[config.mk]
export PLATFORM = sky130hd
export DESIGN_NAME = bcd_down_timer_flat
export DESIGN_NICKNAME = d
export VERILOG_FILES = /design/src/rtl/bcd_pkg.sv /design/src/rtl/bcd_down_timer_if.sv /design/src/rtl/bcd_digit_dn.sv /design/src/rtl/bcd_down_timer.sv /design/src/flat_wrapper.sv
export SDC_FILE = /design/constraint.sdc
export NUM_CORES = 1
export LEC_CHECK = 0
export CELL_PAD_IN_SITES_DETAIL_PLACEMENT = 0
export CELL_PAD_IN_SITES_GLOBAL_PLACEMENT = 1
export CORE_ASPECT_RATIO = 0.6
export CORE_MARGIN = 2
export CORE_UTILIZATION = 30
export CTS_CLUSTER_SIZE = 28
export DETAILED_ROUTE_END_ITERATION = 7
export HOLD_SLACK_MARGIN = 0.02
export PLACE_DENSITY_LB_ADDON = 0.25
export SLEW_MARGIN = 25
export SYNTH_ARGS = -nofsm -noshare
export SYNTH_HDL_FRONTEND = slang
export SYNTH_HIERARCHICAL = 1
export SYNTH_SLANG_ARGS = --single-unit
export TNS_END_PERCENT = 20
[constraint.sdc]
create_clock -name CLK -period 3.2 [get_ports CLK]
set_input_delay 0.8 -clock CLK [delete_from_list [all_inputs] [get_ports CLK]]
set_output_delay 0.8 -clock CLK [all_outputs]
set_load 0.005 [all_outputs]
[src/rtl/bcd_pkg.sv]
// rtl/bcd_pkg.sv - shared types and helpers for the BCD down-timer
// Purpose: control FSM state encoding, BCD digit limit and digit validity check.
// Ports: none (package).
package bcd_pkg;

  typedef enum logic [1:0] {
    IDLE = 2'd0,
    RUN  = 2'd1,
    HOLD = 2'd2,
    DONE = 2'd3
  } state_t;

  localparam logic [3:0] BCD_MAX = 4'd9;

  function automatic logic is_bcd(input logic [3:0] d);
    return (d <= BCD_MAX);
  endfunction

endpackage

[src/rtl/bcd_down_timer_if.sv]
// rtl/bcd_down_timer_if.sv - control/data bundle of the BCD down-timer
// Purpose: groups the command inputs and digit/status outputs of bcd_down_timer.
// Signals: EN, LOAD, DIN2, DIN1, START, STOP (to timer);
//          DOUT2, DOUT1, BOUT, TC, BUSY, ERR (from timer).
// Modports: master = controller side, slave = timer side.
interface bcd_down_timer_if;

  logic       EN;
  logic       LOAD;
  logic [3:0] DIN2;
  logic [3:0] DIN1;
  logic       START;
  logic       STOP;
  logic [3:0] DOUT2;
  logic [3:0] DOUT1;
  logic       BOUT;
  logic       TC;
  logic       BUSY;
  logic       ERR;

  modport master (
    output EN, LOAD, DIN2, DIN1, START, STOP,
    input  DOUT2, DOUT1, BOUT, TC, BUSY, ERR
  );

  modport slave (
    input  EN, LOAD, DIN2, DIN1, START, STOP,
    output DOUT2, DOUT1, BOUT, TC, BUSY, ERR
  );

endinterface

[src/rtl/bcd_digit_dn.sv]
// rtl/bcd_digit_dn.sv - one BCD digit register with load and decrement
// Purpose: holds a 0-9 digit; decrements when dec and bin are both set,
//          wrapping 0 -> 9 and signalling the wrap on bout.
// Ports: CLK, RST (async active-low), load/din (parallel load),
//        dec (decrement enable), bin (borrow in), bout (borrow out), q (digit).
module bcd_digit_dn
  import bcd_pkg::*;
(
  input  logic       CLK,
  input  logic       RST,
  input  logic       load,
  input  logic [3:0] din,
  input  logic       dec,
  input  logic       bin,
  output logic       bout,
  output logic [3:0] q
);

  always_ff @(posedge CLK or negedge RST) begin
    if (!RST) begin
      q <= 4'd0;
    end else if (load) begin
      q <= din;
    end else if (dec && bin) begin
      q <= (q == 4'd0) ? BCD_MAX : q - 4'd1;
    end
  end

  // A borrow requested of a zero digit propagates to the next digit up.
  assign bout = bin && (q == 4'd0);

endmodule

[src/rtl/bcd_down_timer.sv]
// rtl/bcd_down_timer.sv - two-digit BCD loadable down-counter with run/hold/done FSM
// Purpose: counts 99..00 on EN ticks while running, pulses TC on 01->00,
//          optionally reloads the start value, and flags non-BCD loads on ERR.
// Ports: CLK (rising edge), RST (async active-low),
//        bus (slave): EN, LOAD, DIN2, DIN1, START, STOP in;
//                     DOUT2, DOUT1, BOUT (combinational), TC, BUSY, ERR out.
module bcd_down_timer
  import bcd_pkg::*;
#(
  parameter bit AUTO_RELOAD = 1'b0
) (
  input  logic                 CLK,
  input  logic                 RST,
  bcd_down_timer_if.slave      bus
);

  state_t     state, state_nx;
  logic [7:0] reload_q;
  logic [3:0] q1, q2;
  logic       units_bout, tens_bout;
  logic       dig_load, dig_dec, src_din, tc_nx;
  logic       load_ok, load_bad, is_zero, is_one;
  logic [3:0] ld1, ld2;
  logic       tc_q, err_q;

  assign load_ok  = bus.LOAD && is_bcd(bus.DIN2) && is_bcd(bus.DIN1);
  assign load_bad = bus.LOAD && !load_ok;
  assign is_zero  = (q2 == 4'd0) && (q1 == 4'd0);
  assign is_one   = (q2 == 4'd0) && (q1 == 4'd1);

  always_comb begin
    state_nx = state;
    dig_load = 1'b0;
    dig_dec  = 1'b0;
    src_din  = 1'b0;
    tc_nx    = 1'b0;
    if (bus.LOAD) begin
      // A rejected load leaves everything alone but still blocks lower-priority inputs.
      if (load_ok) begin
        dig_load = 1'b1;
        src_din  = 1'b1;
        state_nx = IDLE;
      end
    end else if (bus.STOP) begin
      if (state == RUN) state_nx = HOLD;
    end else if (bus.START) begin
      unique case (state)
        IDLE: if (!is_zero) state_nx = RUN;
        HOLD: state_nx = RUN;
        DONE: begin
          if (reload_q != 8'h00) begin
            dig_load = 1'b1;
            state_nx = RUN;
          end
        end
        default: ;
      endcase
    end else if (bus.EN && (state == RUN)) begin
      if (is_zero) begin
        if (AUTO_RELOAD) dig_load = 1'b1;
      end else begin
        dig_dec = 1'b1;
        if (is_one) begin
          tc_nx = 1'b1;
          if (!AUTO_RELOAD) state_nx = DONE;
        end
      end
    end
  end

  assign ld2 = src_din ? bus.DIN2 : reload_q[7:4];
  assign ld1 = src_din ? bus.DIN1 : reload_q[3:0];

  always_ff @(posedge CLK or negedge RST) begin
    if (!RST) begin
      state    <= IDLE;
      reload_q <= 8'h00;
      tc_q     <= 1'b0;
      err_q    <= 1'b0;
    end else begin
      state <= state_nx;
      tc_q  <= tc_nx;
      err_q <= load_bad;
      if (load_ok) reload_q <= {bus.DIN2, bus.DIN1};
    end
  end

  bcd_digit_dn u_units (
    .CLK  (CLK),
    .RST  (RST),
    .load (dig_load),
    .din  (ld1),
    .dec  (dig_dec),
    .bin  (1'b1),
    .bout (units_bout),
    .q    (q1)
  );

  // Tens only moves when the units digit wraps from 0 to 9.
  bcd_digit_dn u_tens (
    .CLK  (CLK),
    .RST  (RST),
    .load (dig_load),
    .din  (ld2),
    .dec  (dig_dec),
    .bin  (units_bout),
    .bout (tens_bout),
    .q    (q2)
  );

  logic unused_tens_bout;
  assign unused_tens_bout = tens_bout;

  assign bus.DOUT2 = q2;
  assign bus.DOUT1 = q1;
  assign bus.TC    = tc_q;
  assign bus.ERR   = err_q;
  assign bus.BUSY  = (state == RUN) || (state == HOLD);
  assign bus.BOUT  = is_zero && (state == RUN) && bus.EN;

endmodule

[src/flat_wrapper.sv]
// flat-port wrapper written by rule: the top's interface ports become plain ports
module bcd_down_timer_flat import bcd_pkg::*;
#(
  parameter bit AUTO_RELOAD = 1'b0
)
  (CLK, RST, bus_EN, bus_LOAD, bus_DIN2, bus_DIN1, bus_START, bus_STOP, bus_DOUT2, bus_DOUT1, bus_BOUT, bus_TC, bus_BUSY, bus_ERR);
  bcd_down_timer_if bus_i ();
  input  logic CLK;
  input  logic RST;
  input wire logic [$bits(bus_i.EN)-1:0] bus_EN;
  input wire logic [$bits(bus_i.LOAD)-1:0] bus_LOAD;
  input wire logic [$bits(bus_i.DIN2)-1:0] bus_DIN2;
  input wire logic [$bits(bus_i.DIN1)-1:0] bus_DIN1;
  input wire logic [$bits(bus_i.START)-1:0] bus_START;
  input wire logic [$bits(bus_i.STOP)-1:0] bus_STOP;
  output wire logic [$bits(bus_i.DOUT2)-1:0] bus_DOUT2;
  output wire logic [$bits(bus_i.DOUT1)-1:0] bus_DOUT1;
  output wire logic [$bits(bus_i.BOUT)-1:0] bus_BOUT;
  output wire logic [$bits(bus_i.TC)-1:0] bus_TC;
  output wire logic [$bits(bus_i.BUSY)-1:0] bus_BUSY;
  output wire logic [$bits(bus_i.ERR)-1:0] bus_ERR;
  assign bus_i.EN = bus_EN;
  assign bus_i.LOAD = bus_LOAD;
  assign bus_i.DIN2 = bus_DIN2;
  assign bus_i.DIN1 = bus_DIN1;
  assign bus_i.START = bus_START;
  assign bus_i.STOP = bus_STOP;
  assign bus_DOUT2 = bus_i.DOUT2;
  assign bus_DOUT1 = bus_i.DOUT1;
  assign bus_BOUT = bus_i.BOUT;
  assign bus_TC = bus_i.TC;
  assign bus_BUSY = bus_i.BUSY;
  assign bus_ERR = bus_i.ERR;
  bcd_down_timer #(.AUTO_RELOAD(AUTO_RELOAD)) u_core (.CLK(CLK), .RST(RST), .bus(bus_i));
endmodule
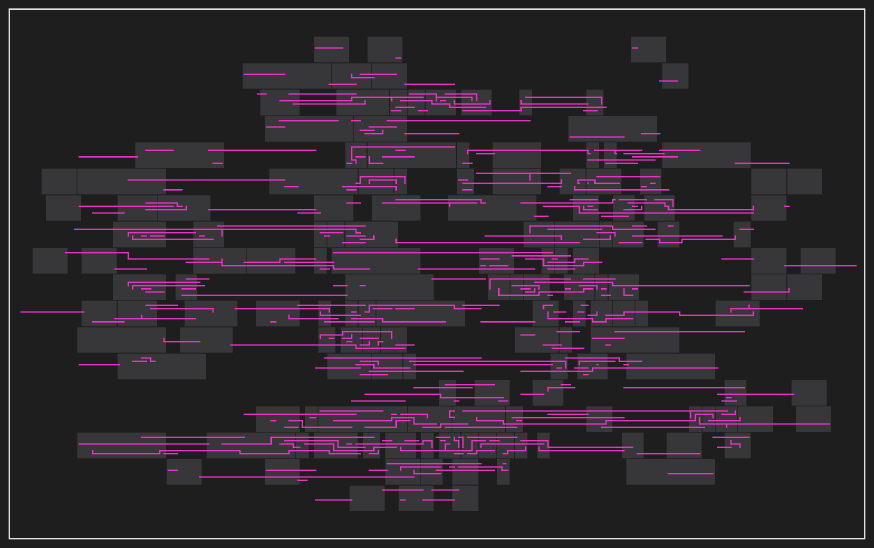
Figure 1: signal wires on met1.
main direction: horizontal
wire length on this layer: 1,630 um
longest straight run: 29.0 um
share of all routed wire: 55%
nets with wire on the layer: 146
via count: 1,037
met1 Usage GRT: 20.4%
wire length reported by the detailed router: 2.97 mm

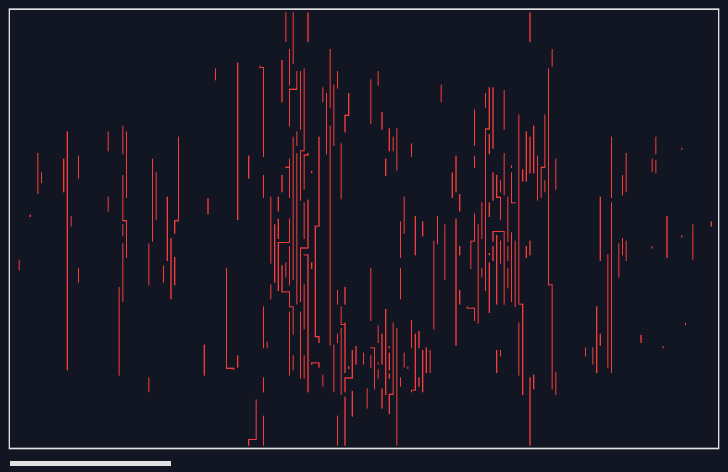
Figure 2: the metal 2 layer.
The bar under the picture is 20 um long.
share of all routed wire: 39%
nets with wire on the layer: 148
longest straight run: 29.6 um
wire length on this layer: 1,160 um
main direction: vertical

==> notes.md <==
The synthesis and place-and-route flow finished, so here is a summary.

The run finished with clean final reports. The maximum number of pins on one net before global-route repair came out at 21. met3 track demand over resource after global routing is approximately 4.2%. The number of global-route vias before repair came out at between 900 and 1,000. Before placement the cells fill between 30% and 40% of the core.

The minimum setup slack in the final design is between 0.4 and 0.5 ns. The data arrival time of the critical path is between 1.5 and 2 ns. The maximum buffer depth of the clock tree came out at 2.

The worst path buffer plus inverter count is 2. The logic depth of the worst path, buffers included is 4. The minimum setup slack after placement came out at between 0.3 and 0.4 ns. The core box area came out at 4080 um2.

The required time reported for the critical path endpoint came out at 2.40 ns. In the final run the clock tree shows a worst skew of 0.00763 ns. The maximum achievable frequency came out at approximately 360 MHz. The timing report attributes the biggest portion of critical-path delay to buffers and inverters. The count of antenna diodes in the layout is 0. The routed wire length per instance is between 10 and 15 um. The final timing summary puts the cycle share of the worst path at 85.9%. Pin placement for this block handled 26 I/O pins. The report lists the cells along the critical path as clkdlybuf4s50_1 -> nand2_1 -> nor2_1 -> clkdlybuf4s50_1. The cell area after synthesis came out at roughly 1300 um2. The ratio of cells with drive above 1 in the final layout is around a fifth. Max-cap violations in this run came to 0. The overall overflow remaining after global route came out at 0.

The longest individual stage delay on the worst path is slightly above 0.5 ns. Clock-pin slew was measured on the worst setup and hold paths at about 0.070 ns. The OpenROAD warning count is 29. The count of input and output buffers is 25. For the worst min-delay path, the startpoint reported by OpenROAD is u_core/reload_q[3]. The count of filler cells inserted in the layout came out at approximately 400. Clock tree synthesis inserted a total of 3 buffers. The maximum fanout along the worst path is 2.

The endpoint of the worst register-to-register path is u_core/u_tens/q[3]. The number of setup buffers added after CTS is 0. A synthesized cell averages about 11 um2. The total placed cells including tap cells came out at roughly 210.

The sequential standard cell area came out at around 500 um2. Summed over all failing endpoints, the final setup total negative slack is 0 ns. The final worst hold slack came out at around 0.54 ns. Counting pins that exceed their max-slew limit in the final report gives 0. Among all stages on the critical path, the largest delay is contributed by sky130_fd_sc_hd__clkdlybuf4s50_1. The setup slack of the worst register-to-register path is roughly 1 ns. The tally of yosys warning messages came out at 6.

The first-pass detailed-route iteration total is 4. Hold analysis lists the worst path endpoint as u_core/reload_q[3]. For reference, the placement row count at floorplan is 18. The TritonCTS clock tree is built.

The number of cell instances on the worst register-to-register path came out at 5. After legalization and detailed placement, the total HPWL measured 2.36 mm. The clock insertion delay at the later pin of the skew report is roughly 0.26 ns. The leakage component of the power is roughly 0.00069 uW.

After the flow finishes, the layout carries non-filler instances totaling approximately 220. The nature of the critical path startpoint is an input pin. The global router reports that the layer with the highest usage is met1.

The number of hold-repair buffers added at the cts stage is 0. The met2 capacity usage during global routing came out at between 10% and 20%. Per the OpenROAD floorplan log, the area of the die is roughly 4800 um2.

The remaining design rule violation count is 0. The minimum clock period after layout came out at 2.75 ns.
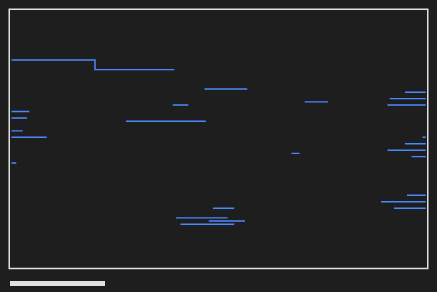
Figure 3: met3 routing.
The bar under the picture is 20 um long.
nets with wire on the layer: 23
longest straight run: 17.5 um

sequential cells by signal, indices dropped and copies added (netlist names):
register	flops
u_core/bus.TC	1
u_core/u_units/q	4
u_core/bus.ERR	1
u_core/u_tens/q	4
u_core/reload_q	8
u_core/state	2
cell usage in the layout (no fill, tap or decap), drive strengths merged, types with 2 or more instances in the layout:
cell type	count
nor4	3
nor2	5
inv	5
mux2i	2
dfrtp	20
xor2	2
buf	4
nor2b	3
and4bb	2
nor3b	2
or2	2
ha	4
o41ai	2
conb	4
nand3b	3
nand3	2
and2	2
mux2	14
o22a	2
a31oi	3
clkbuf	4
or3b	2
nor3	5
a22oi	2
and3	2
o21ai	11
clkdlybuf4s50	25
nand2	13
metal layers:
metal  share of wire [%]  vias to the layer above
met2                  39                       32
met3                 5.8                        2
met1                  55                      495
met5                   0                        -
li1                    -                      508
met4                0.24                        0
power by group:
part	internal [uW]	leakage [uW]	switching (uW)
registers	305	0.000244	68.0
logic	172	0.000416	108
clock network	110	0.0000288	85.6
total	586	0.000689	261
layout make-up:
class | instances | area share, %
Clock buffer | 4 | 3.28
Inverter | 5 | 1.12
Multi-Input combinational cell | 97 | 44.7
Sequential cell | 20 | 29.8
Tap cell | 60 | 4.47
Timing Repair Buffer | 29 | 16.7
worst max-delay path by stage:
stage / end / slack (ns) / from
2_1_floorplan: u_core/u_tens/q[3] / 0.82 / bus_LOAD
3_3_place_gp: u_core/u_tens/q[3] / 0.39 / bus_LOAD
3_5_place_dp: u_core/u_tens/q[3] / 0.31 / bus_LOAD
4_1_cts: bus_BOUT / 0.45 / bus_EN
5_1_grt: bus_BOUT / 0.36 / u_core/u_tens/q[2]
6_report: bus_BOUT / 0.45 / bus_EN
No activity file was given, so power comes from the tool's default toggle rates.
